### src/rtl/fetch_stage.sv
// fetch_stage -- instruction fetch stage ahead of the L1 I-cache.
//
// Holds the fetch PC and keeps at most one line request outstanding. Each
// 64-bit response is split into 32-bit instructions, which are written into a
// circular fetch queue. Decode drains that queue through a valid/ready
// handshake. A redirect flushes the queue and restarts fetch. If a request is
// still outstanding when the redirect arrives, its response is dropped.
//
// Ports:
//   clk, rst                      clock, synchronous active-high reset
//   redirect_valid, redirect_pc   fetch restart; redirect_pc[1:0] ignored
//   ic_req_valid/addr/ready       I-cache request channel
//   ic_resp_valid/data/error      I-cache response (two instructions, or fault)
//   dec_valid/instr/pc/fault      queue head presented to decode
//   dec_ready                     decode consumes the head
//   perf_fetch_cnt/stall_cnt      performance counters (tied 0 when disabled)
//
// Build option: define FETCH_PERF_CNT_EN to instantiate the perf counters.
//
// state   | meaning
// F_ISSUE | may present a request when the queue has room for a full line
// F_WAIT  | request accepted, waiting for the response (may be a dropped one)
// F_HALT  | fetch fault pushed; idle until redirect
module fetch_stage #(
  parameter int                     PADDR_WIDTH = 56,
  parameter logic [PADDR_WIDTH-1:0] RESET_PC    = 56'h0000_0000_8000_0000,
  parameter int                     FQ_DEPTH    = 8
) (
  input  logic                   clk,
  input  logic                   rst,
  input  logic                   redirect_valid,
  input  logic [PADDR_WIDTH-1:0] redirect_pc,
  output logic                   ic_req_valid,
  output logic [PADDR_WIDTH-1:0] ic_req_addr,
  input  logic                   ic_req_ready,
  input  logic                   ic_resp_valid,
  input  logic [63:0]            ic_resp_data,
  input  logic                   ic_resp_error,
  output logic                   dec_valid,
  output logic [31:0]            dec_instr,
  output logic [PADDR_WIDTH-1:0] dec_pc,
  output logic                   dec_fault,
  input  logic                   dec_ready,
  output logic [31:0]            perf_fetch_cnt,
  output logic [31:0]            perf_stall_cnt
);

  localparam int PW = $clog2(FQ_DEPTH);
  localparam int CW = PW + 1;
  // Highest occupancy that still leaves room for a two-instruction line.
  localparam logic [CW-1:0] ISSUE_MAX = CW'(FQ_DEPTH - 2);

  typedef enum logic [1:0] {F_ISSUE, F_WAIT, F_HALT} state_t;

  state_t                   state_q, state_d;
  logic [PADDR_WIDTH-1:0]   fetch_pc_q, fetch_pc_d;
  logic                     drop_q, drop_d;
  logic [PW-1:0]            rd_ptr_q, rd_ptr_d, wr_ptr_q, wr_ptr_d, wr_ptr_p1;
  logic [CW-1:0]            count_q, count_d;

  logic [31:0]              fq_instr_q [FQ_DEPTH];
  logic [PADDR_WIDTH-1:0]   fq_pc_q    [FQ_DEPTH];
  logic                     fq_fault_q [FQ_DEPTH];

  logic                     push0_en, push1_en, push0_fault;
  logic [31:0]              push0_instr, push1_instr;
  logic [PADDR_WIDTH-1:0]   push0_pc, push1_pc;
  logic [1:0]               n_push;
  logic                     pop, resp_evt;
  logic [PADDR_WIDTH-1:0]   line_base, redirect_pc_al;
  logic                     unused_pc_lsb;

  assign line_base      = {fetch_pc_q[PADDR_WIDTH-1:3], 3'b000};
  assign redirect_pc_al = {redirect_pc[PADDR_WIDTH-1:2], 2'b00};
  assign unused_pc_lsb  = ^redirect_pc[1:0];
  assign resp_evt       = ic_resp_valid | ic_resp_error;
  assign wr_ptr_p1      = wr_ptr_q + PW'(1);

  assign ic_req_valid = !rst && (state_q == F_ISSUE) && !redirect_valid && (count_q <= ISSUE_MAX);
  assign ic_req_addr  = fetch_pc_q;

  // Masking on dec_valid keeps the head outputs at zero when the queue is empty,
  // so the storage array does not need a reset.
  assign dec_valid = (count_q != '0);
  assign dec_instr = dec_valid ? fq_instr_q[rd_ptr_q] : '0;
  assign dec_pc    = dec_valid ? fq_pc_q[rd_ptr_q]    : '0;
  assign dec_fault = dec_valid ? fq_fault_q[rd_ptr_q] : 1'b0;
  assign pop       = dec_valid & dec_ready;

  always_comb begin
    state_d     = state_q;
    fetch_pc_d  = fetch_pc_q;
    drop_d      = drop_q;
    push0_en    = 1'b0;
    push1_en    = 1'b0;
    push0_fault = 1'b0;
    push0_instr = ic_resp_data[63:32];
    push0_pc    = fetch_pc_q;
    push1_instr = ic_resp_data[63:32];
    push1_pc    = line_base + PADDR_WIDTH'(4);

    case (state_q)
      F_ISSUE: if (ic_req_valid && ic_req_ready) state_d = F_WAIT;
      F_WAIT: begin
        if (resp_evt) begin
          state_d = F_ISSUE;
          drop_d  = 1'b0;
          if (!drop_q) begin
            push0_en = 1'b1;
            if (ic_resp_error) begin
              push0_instr = '0;
              push0_fault = 1'b1;
              state_d     = F_HALT;
            end else begin
              // On an even-word PC the low half goes first and the high half
              // follows in slot 1. On an odd-word PC only the high half is used.
              if (!fetch_pc_q[2]) begin
                push0_instr = ic_resp_data[31:0];
                push1_en    = 1'b1;
              end
              fetch_pc_d = line_base + PADDR_WIDTH'(8);
            end
          end
        end
      end
      F_HALT: ;
      default: state_d = F_ISSUE;
    endcase

    // Redirect overrides everything. A response in the same cycle is consumed
    // here. Without one, the request still in flight must be dropped later.
    if (redirect_valid) begin
      push0_en   = 1'b0;
      push1_en   = 1'b0;
      fetch_pc_d = redirect_pc_al;
      if (state_q == F_WAIT && !resp_evt) begin
        state_d = F_WAIT;
        drop_d  = 1'b1;
      end else begin
        state_d = F_ISSUE;
        drop_d  = 1'b0;
      end
    end

    n_push = {1'b0, push0_en} + {1'b0, push1_en};

    if (redirect_valid) begin
      count_d  = '0;
      rd_ptr_d = '0;
      wr_ptr_d = '0;
    end else begin
      count_d  = count_q + CW'(n_push) - CW'(pop);
      rd_ptr_d = rd_ptr_q + PW'(pop);
      wr_ptr_d = wr_ptr_q + PW'(n_push);
    end
  end

  always_ff @(posedge clk) begin
    if (rst) begin
      state_q    <= F_ISSUE;
      fetch_pc_q <= RESET_PC;
      drop_q     <= 1'b0;
      rd_ptr_q   <= '0;
      wr_ptr_q   <= '0;
      count_q    <= '0;
    end else begin
      state_q    <= state_d;
      fetch_pc_q <= fetch_pc_d;
      drop_q     <= drop_d;
      rd_ptr_q   <= rd_ptr_d;
      wr_ptr_q   <= wr_ptr_d;
      count_q    <= count_d;
    end
  end

  always_ff @(posedge clk) begin
    if (push0_en) begin
      fq_instr_q[wr_ptr_q] <= push0_instr;
      fq_pc_q[wr_ptr_q]    <= push0_pc;
      fq_fault_q[wr_ptr_q] <= push0_fault;
    end
    if (push1_en) begin
      fq_instr_q[wr_ptr_p1] <= push1_instr;
      fq_pc_q[wr_ptr_p1]    <= push1_pc;
      fq_fault_q[wr_ptr_p1] <= 1'b0;
    end
  end

`ifdef FETCH_PERF_CNT_EN
  logic [31:0] perf_fetch_q, perf_fetch_d, perf_stall_q, perf_stall_d;
  logic [1:0]  n_good;

  always_comb begin
    n_good       = {1'b0, push0_en & ~push0_fault} + {1'b0, push1_en};
    perf_fetch_d = perf_fetch_q + 32'(n_good);
    perf_stall_d = perf_stall_q + 32'((state_q == F_ISSUE) && (count_q > ISSUE_MAX));
  end

  always_ff @(posedge clk) begin
    if (rst) begin
      perf_fetch_q <= '0;
      perf_stall_q <= '0;
    end else begin
      perf_fetch_q <= perf_fetch_d;
      perf_stall_q <= perf_stall_d;
    end
  end

  assign perf_fetch_cnt = perf_fetch_q;
  assign perf_stall_cnt = perf_stall_q;
`else
  assign perf_fetch_cnt = '0;
  assign perf_stall_cnt = '0;
`endif

endmodule

### config.mk
export PLATFORM = sky130hd
export DESIGN_NAME = fetch_stage
export DESIGN_NICKNAME = d
export VERILOG_FILES = /design/src/rtl/fetch_stage.sv
export SDC_FILE = /design/constraint.sdc
export NUM_CORES = 1
export LEC_CHECK = 0
export CORE_AREA = 2 2 307 249
export DETAILED_ROUTE_END_ITERATION = 10
export DIE_AREA = 0 0 309 251
export GPL_TIMING_DRIVEN = 0
export PLACE_DENSITY = 0.78
export SLEW_MARGIN = 10
export SYNTH_ARGS = -nofsm -noshare
export SYNTH_HDL_FRONTEND = slang
export SYNTH_SLANG_ARGS = --single-unit
### constraint.sdc
create_clock -name clk -period 7.7 [get_ports clk]
set_clock_uncertainty 0.2 [all_clocks]
set_input_delay 1.54 -clock clk [delete_from_list [all_inputs] [get_ports clk]]
set_output_delay 1.54 -clock clk [all_outputs]
set_load 0.02 [all_outputs]
Figure 1. Gate-type map (run 1).
Scale bar: 100 um.
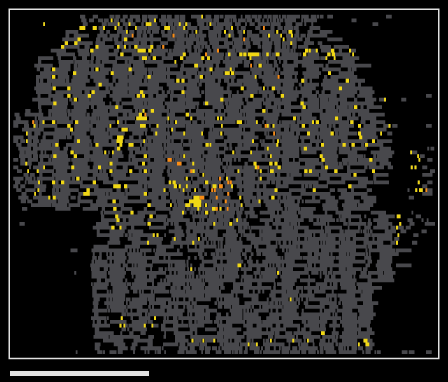
legend:
  nor cells:
    colour: yellow
    cells: 349
    most_used: nor2_1
  inv cells:
    colour: orange
    cells: 31
    most_used: inv_1
combinational share of cell area: 30.6%
most common library cell in the layout ignoring fill and taps: sky130_fd_sc_hd__edfxtp_1

Figure 2. Routed metal, one colour a layer (run 1).
Scale bar: 100 um.
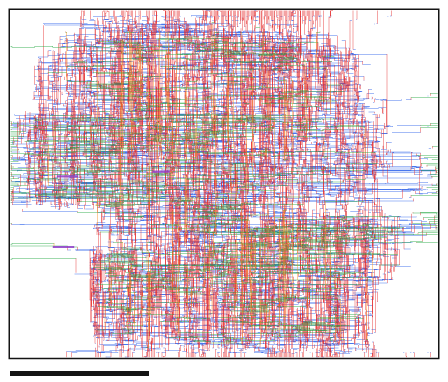
legend:
  M2:
    colour: red
    wire_length: 51.2 mm
  M1:
    colour: blue
    wire_length: 41.8 mm
  M3:
    colour: green
    wire_length: 15300 um
  M4:
    colour: orange
    wire_length: 5110 um
  M5:
    colour: purple
    wire_length: 38.6 um
average wire per cell in the routed design: 25.9 um
wirelength, routed: 113000 um

==> results_tabular.tex, run 1 <==
% Implementation results table
\begin{tabular}{lr}
\hline
Metric & Value \\
\hline
\multicolumn{2}{l}{\textbf{STA}} \\
\quad Worst slew margin relative to its limit & 13.5\% \\
\quad Final Hold Violating Endpoints & 0 \\
\quad Period minus WS final & 6.46 ns \\
\multicolumn{2}{l}{\textbf{Placed design}} \\
\quad Count of port buffers added during placement & 234 \\
\quad Detailed Place HPWL & 73900 um \\
\multicolumn{2}{l}{\textbf{Synth}} \\
\quad Largest family of logic cells by area & simple AND/OR/NAND/NOR gates \\
\quad Basic Gates by Area & 14.2\% \\
\quad Post-Synth AOI/OAI Area & 5.81\% \\
\quad Yosys reg bits & 763 \\
\quad Most common reg cell & sky130\_fd\_sc\_hd\_\_edfxtp\_1 \\
\quad Number of distinct library cells after synthesis & 61 \\
\quad Xor and xnor fraction of the mapped netlist area & 0.877\% \\
\quad Arithmetic-cell share of the synthesized area counting full adders, half adders and majority gates & 0.549\% \\
\multicolumn{2}{l}{\textbf{Power}} \\
\quad Total combinational power & 2.27 mW \\
\quad Fraction of power consumed by the clock network & 37.7\% \\
\quad Total clock network power & 4.12 mW \\
\quad Pwr Density & 249 nW/um\^{}2 \\
\quad Portion of total power attributed to combinational logic & 20.7\% \\
\quad Share of total power in sequential cells & 41.6\% \\
\multicolumn{2}{l}{\textbf{Die}} \\
\quad Count of boundary I/O pins & 338 \\
\quad Overall chip area & 77600 um\^{}2 \\
\quad Width of the die & 309 um \\
\multicolumn{2}{l}{\textbf{Layout}} \\
\quad Fin nets & 3444 \\
\quad Multi-In Gates & 1847 \\
\quad Tally of clock buffers in the finished layout & 96 \\
\quad Share of post-route cells with drive strength above 1 & 14.3\% \\
\quad Sequential cell area share & 50.3\% \\
\quad Util after Layout & 58.9\% \\
\multicolumn{2}{l}{\textbf{Global routing}} \\
\quad Total congestion overflow after global routing & 0 \\
\quad Overall routing resource usage & 29.0\% \\
\multicolumn{2}{l}{\textbf{Worst setup path}} \\
\quad Critical Path Sink Type & output pin \\
\quad Worst setup endpoint & ic\_req\_valid \\
\quad Crit Path Class & in -> out \\
\quad Most frequent cell on the critical path & sky130\_fd\_sc\_hd\_\_clkdlybuf4s50\_1 \\
\quad Worst flop-to-flop path startpoint & count\_q[2] \\
\quad Crit path largest cell delay & 1.07 ns \\
\multicolumn{2}{l}{\textbf{Worst hold path}} \\
\quad Min-Delay Path Depth & 2 \\
\quad Hold path startpoint & fq\_fault\_q[0] \\
\multicolumn{2}{l}{\textbf{Clock network}} \\
\quad Hold-fix buffer count after cts & 0 \\
\quad Post-cts sizing count & 0 \\
\quad Maximum clock path buffer count & 3 \\
\quad Clock root buffer & sky130\_fd\_sc\_hd\_\_clkbuf\_16 \\
\multicolumn{2}{l}{\textbf{Run status}} \\
\quad Outcome & finished, final reports clean \\
\multicolumn{2}{l}{\textbf{Routing}} \\
\quad DRC violations left & 0 \\
\quad Via density per instance & 6.02 \\
\quad Detailed-routing iteration count for the pre-antenna-repair pass & 6 \\
\hline
\end{tabular}
Figure 3. Placed cells, one colour a class (run 1).
Scale bar: 100 um. Fill, decap, tap and diode cells in grey.
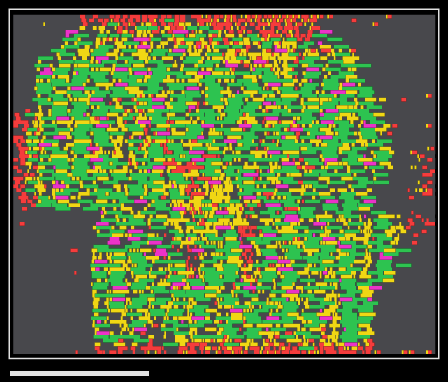
legend:
  remaining buffers and delay cells:
    colour: red
    cells: 579
    share_of_their_area: 9.8%
  remaining logic cells:
    colour: yellow
    cells: 1878
    share_of_their_area: 32%
  registers:
    colour: green
    cells: 763
    share_of_their_area: 52%
  clock drivers and dummy loads:
    colour: magenta
    cells: 150
    share_of_their_area: 6.5%
number of rows created at floorplan: 90
final design instance area without fill: 43900 um^2
area of the core region: 74500 um^2

Figure 4. Placement view (run 1).
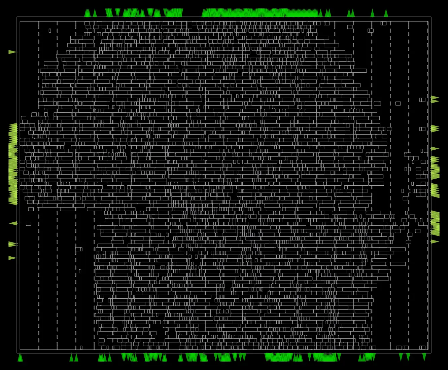
well tap count: 1012
post-route insts no fill: 4383
fill cell instance count of the final layout: 5766

[run 1: metrics by stage]
| step | power [mW] | hold WS (ns) | setup WS [ns] |
|---|---|---|---|
| 2_1_floorplan | 5.82 | 0.230 | 1.82 |
| 3_3_place_gp | 6.87 | 0.242 | -1.91 |
| 3_5_place_dp | 6.89 | 0.249 | 1.59 |
| 4_1_cts | 10.9 | 0.261 | 1.31 |
| 5_1_grt | 11.2 | 0.276 | 1.24 |
| 6_report | 10.9 | 0.264 | 1.24 |
[run 1: layer usage]
layer | vias up | track usage (%) | share of wire (%)
met5 | - | 0 | 0.033
met4 | 6 | 12.0 | 4.5
met3 | 338 | 7.31 | 13
met2 | 1971 | 44.0 | 45
met1 | 12800 | 39.9 | 37
li1 | 11300 | - | -
[run 1: cell usage after synthesis, types with 27 or more instances]
cell type,n,area [um^2]
sky130_fd_sc_hd__nor2b_1,137,857
sky130_fd_sc_hd__dfxtp_1,83,1660
sky130_fd_sc_hd__nor2_1,177,664
sky130_fd_sc_hd__mux2i_1,93,931
sky130_fd_sc_hd__and2_1,243,1520
sky130_fd_sc_hd__edfxtp_1,680,20400
sky130_fd_sc_hd__buf_4,68,510
sky130_fd_sc_hd__buf_2,35,175
sky130_fd_sc_hd__nand4_1,27,169
sky130_fd_sc_hd__o21ai_0,267,1340
sky130_fd_sc_hd__nand2_1,340,1280
sky130_fd_sc_hd__clkbuf_1,205,769
sky130_fd_sc_hd__a21oi_1,59,295
sky130_fd_sc_hd__mux4_2,174,3920
sky130_fd_sc_hd__mux2_2,34,383
[run 1: registers in the layout (all words and copies together), names as in the netlist]
signal       count
fq_pc_q        432
fq_instr_q     256
ic_req_addr     54
fq_fault_q       8
count_q          4
rd_ptr_q         3
wr_ptr_q         3
state_q          2
drop_q           1
==> run 2: changes to the inputs <==
==> constraint.sdc (replaced) <==
create_clock -name clk -period 6.5 [get_ports clk]
set_clock_uncertainty 0.2 [all_clocks]
set_input_delay 1.3 -clock clk [delete_from_list [all_inputs] [get_ports clk]]
set_output_delay 1.3 -clock clk [all_outputs]
set_load 0.02 [all_outputs]
Figure 5. Routed metal, one colour a layer (run 2).
Scale bar: 100 um.
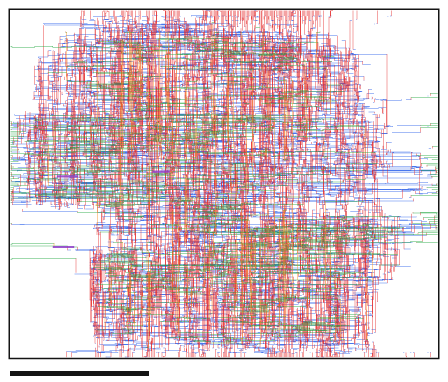
legend:
  M3:
    colour: green
    wire_length: 15300 um
  M2:
    colour: red
    wire_length: 51.2 mm
  M4:
    colour: orange
    wire_length: 5110 um
  M5:
    colour: purple
    wire_length: 38.6 um
  M1:
    colour: blue
    wire_length: 41.8 mm
overall routing resource usage: 29.0%
total via count after detailed routing: 26.4k

Figure 6. Placement view (run 2).
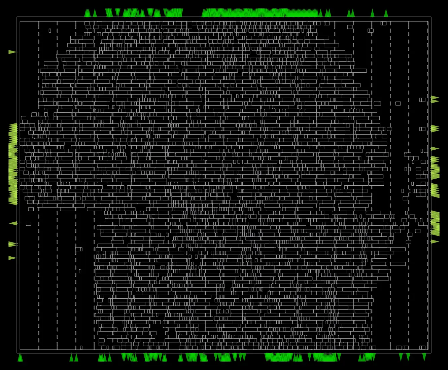
Util after Layout: 58.9%
sequential cell area share: 50.3%

Figure 7. Placed cells, one colour a class (run 2).
Scale bar: 100 um. Fill, decap, tap and diode cells in grey.
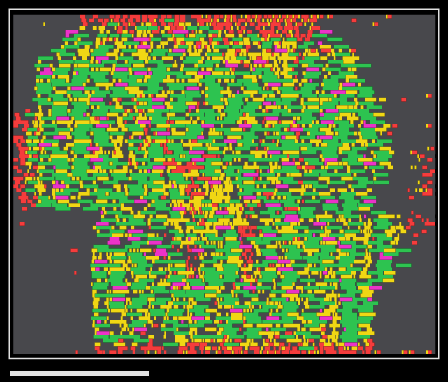
legend:
  clock drivers and dummy loads:
    colour: magenta
    cells: 150
    share_of_their_area: 6.5%
  remaining buffers and delay cells:
    colour: red
    cells: 579
    share_of_their_area: 9.8%
  remaining logic cells:
    colour: yellow
    cells: 1878
    share_of_their_area: 32%
  registers:
    colour: green
    cells: 763
    share_of_their_area: 52%

==> run 2 against run 1 <==
Net effect:
- routed wire length unchanged
- register-to-register slack got worse by 1.2 ns
- first-iteration DRC count unchanged
- cell count unchanged
- critical path depth increased by 2
- combinational power increased by 18%
- sequential cell count unchanged
- area after synthesis unchanged
- die size unchanged
- critical path type is now reg -> out
==> results_tabular.tex, run 2 <==
% Implementation results table
\begin{tabular}{lr}
\hline
Metric & Value \\
\hline
\multicolumn{2}{l}{\textbf{Synth}} \\
\quad Number of distinct library cells after synthesis & 61 (unchanged) \\
\quad Share of the synthesized area in the top cell type & 55.3\% (unchanged) \\
\quad Yosys reg bits & 763 (unchanged) \\
\quad Synth top cells by count & sky130\_fd\_sc\_hd\_\_edfxtp\_1, sky130\_fd\_sc\_hd\_\_nand2\_1, sky130\_fd\_sc\_hd\_\_o21ai\_0 \\
\quad Top cells, area & sky130\_fd\_sc\_hd\_\_edfxtp\_1, sky130\_fd\_sc\_hd\_\_mux4\_2, sky130\_fd\_sc\_hd\_\_dfxtp\_1 \\
\quad Yosys top cell by instances & sky130\_fd\_sc\_hd\_\_edfxtp\_1 \\
\quad Largest family of logic cells by area & simple AND/OR/NAND/NOR gates \\
\quad Cell taking the most area after synthesis & sky130\_fd\_sc\_hd\_\_edfxtp\_1 \\
\quad Xor and xnor fraction of the mapped netlist area & 0.877\% (unchanged) \\
\quad Arithmetic-cell share of the synthesized area counting full adders, half adders and majority gates & 0.549\% (unchanged) \\
\quad Basic Gates by Area & 14.2\% (unchanged) \\
\multicolumn{2}{l}{\textbf{Layout}} \\
\quad Largest reg by FF count & fq\_pc\_q \\
\quad Fill cell instance count of the final layout & 5766 (unchanged) \\
\quad Fin nets & 3444 (unchanged) \\
\quad Max reg flops & 432 (unchanged) \\
\quad Most common library cell in the layout ignoring fill and taps & sky130\_fd\_sc\_hd\_\_edfxtp\_1 \\
\quad Post-route insts no fill & 4383 (unchanged) \\
\quad Final design instance area without fill & 43900 um\^{}2 (unchanged) \\
\multicolumn{2}{l}{\textbf{Power}} \\
\quad Post-layout power & 13.0 mW (+18\%) \\
\quad Pwr Density & 295 nW/um\^{}2 (+18\%) \\
\multicolumn{2}{l}{\textbf{Placed design}} \\
\quad Count of port buffers added during placement & 234 (unchanged) \\
\quad Detailed Place HPWL & 73900 um (unchanged) \\
\multicolumn{2}{l}{\textbf{Worst setup path}} \\
\quad Worst flop-to-flop path startpoint & count\_q[2] \\
\quad Crit Path Class & reg -> out \\
\quad Critical Path Sink Type & output pin \\
\multicolumn{2}{l}{\textbf{Routing}} \\
\quad Detailed-routing iteration count for the pre-antenna-repair pass & 6 (unchanged) \\
\quad Length of routed wiring on met1 & 41800 um (unchanged) \\
\quad Met2 WL post-DR & 51200 um (unchanged) \\
\quad Wirelength, routed & 113000 um (unchanged) \\
\quad Amount of wire on met3 after detailed routing & 15300 um (unchanged) \\
\quad DRC violations left & 0 (unchanged) \\
\quad Highest metal layer used by the detailed router & met5 \\
\quad Average wire per cell in the routed design & 25.9 um (unchanged) \\
\quad Via density per instance & 6.02 (unchanged) \\
\multicolumn{2}{l}{\textbf{STA}} \\
\quad Worst slew margin relative to its limit & 13.5\% (unchanged) \\
\quad Slack of the critical path & 0.441 ns (-0.803 ns) \\
\quad Summed negative setup slack over all endpoints & 0 ns \\
\quad Hold slack & 0.264 ns (unchanged) \\
\multicolumn{2}{l}{\textbf{Die}} \\
\quad Width of the die & 309 um (unchanged) \\
\quad Number of rows created at floorplan & 90 (unchanged) \\
\quad Overall chip area & 77600 um\^{}2 (unchanged) \\
\quad Count of boundary I/O pins & 338 (unchanged) \\
\quad Area of the core region & 74500 um\^{}2 (unchanged) \\
\multicolumn{2}{l}{\textbf{Clock network}} \\
\quad Post-cts sizing count & 0 (unchanged) \\
\quad Clock root buffer & sky130\_fd\_sc\_hd\_\_clkbuf\_16 \\
\quad Hold-fix buffer count after cts & 0 (unchanged) \\
\multicolumn{2}{l}{\textbf{Global routing}} \\
\quad Total congestion overflow after global routing & 0 (unchanged) \\
\multicolumn{2}{l}{\textbf{Worst hold path}} \\
\quad Min-Delay Path Depth & 2 (unchanged) \\
\quad Hold path startpoint & fq\_fault\_q[0] \\
\multicolumn{2}{l}{\textbf{Run status}} \\
\quad Outcome & finished, final reports clean \\
\hline
\end{tabular}
run 2: cell counts after synthesis:
No cell type changed its count.
run 2: how the worst max path moves through the flow:
stage | endpoint | slack (ns)
after floorplan | fq_instr_q[4][0] | 0.86
after global placement | fq_pc_q[4][48] | -2.87
after detailed placement | ic_req_valid | 0.87
after CTS | dec_pc[54] | 0.35
after global routing | dec_pc[6] | 0.28
final | dec_instr[19] | 0.44
run 2: area by class of cell:
type | instances | area share [%]
plain buffers | 334 | 3.64
flip-flops and latches | 763 | 50.3
well taps | 1012 | 2.88
diodes | 1 | 0.00570
multi-input cells | 1847 | 30.6
inverters | 31 | 0.299
clock inverters | 54 | 1.37
repair buffers | 245 | 5.92
clock buffers | 96 | 4.98
run 2: critical path, cell delays in order (launching register included):
cell	delay, ns
sky130_fd_sc_hd__dfxtp_1	0.33
sky130_fd_sc_hd__clkbuf_1	0.22
sky130_fd_sc_hd__clkbuf_1	0.81
sky130_fd_sc_hd__clkbuf_1	0.85
sky130_fd_sc_hd__mux4_2	0.60
sky130_fd_sc_hd__mux2i_1	0.40
sky130_fd_sc_hd__nor2_1	0.11
sky130_fd_sc_hd__clkdlybuf4s50_1	0.58
run 2: per-layer routing:
layer | up-vias | GRT usage (%)
met5 | - | 0
met4 | 6 | 12.0
met3 | 338 | 7.31
met2 | 1971 | 44.0
met1 | 12800 | 39.9
li1 | 11300 | -
run 2: where the power goes:
group / internal [mW] / switching (mW)
Sequential: 5.35 / 0.0457
Clock: 2.86 / 2.02
Combinational: 1.12 / 1.56
Total: 9.33 / 3.63
Power is estimated from default activity; no workload was simulated.
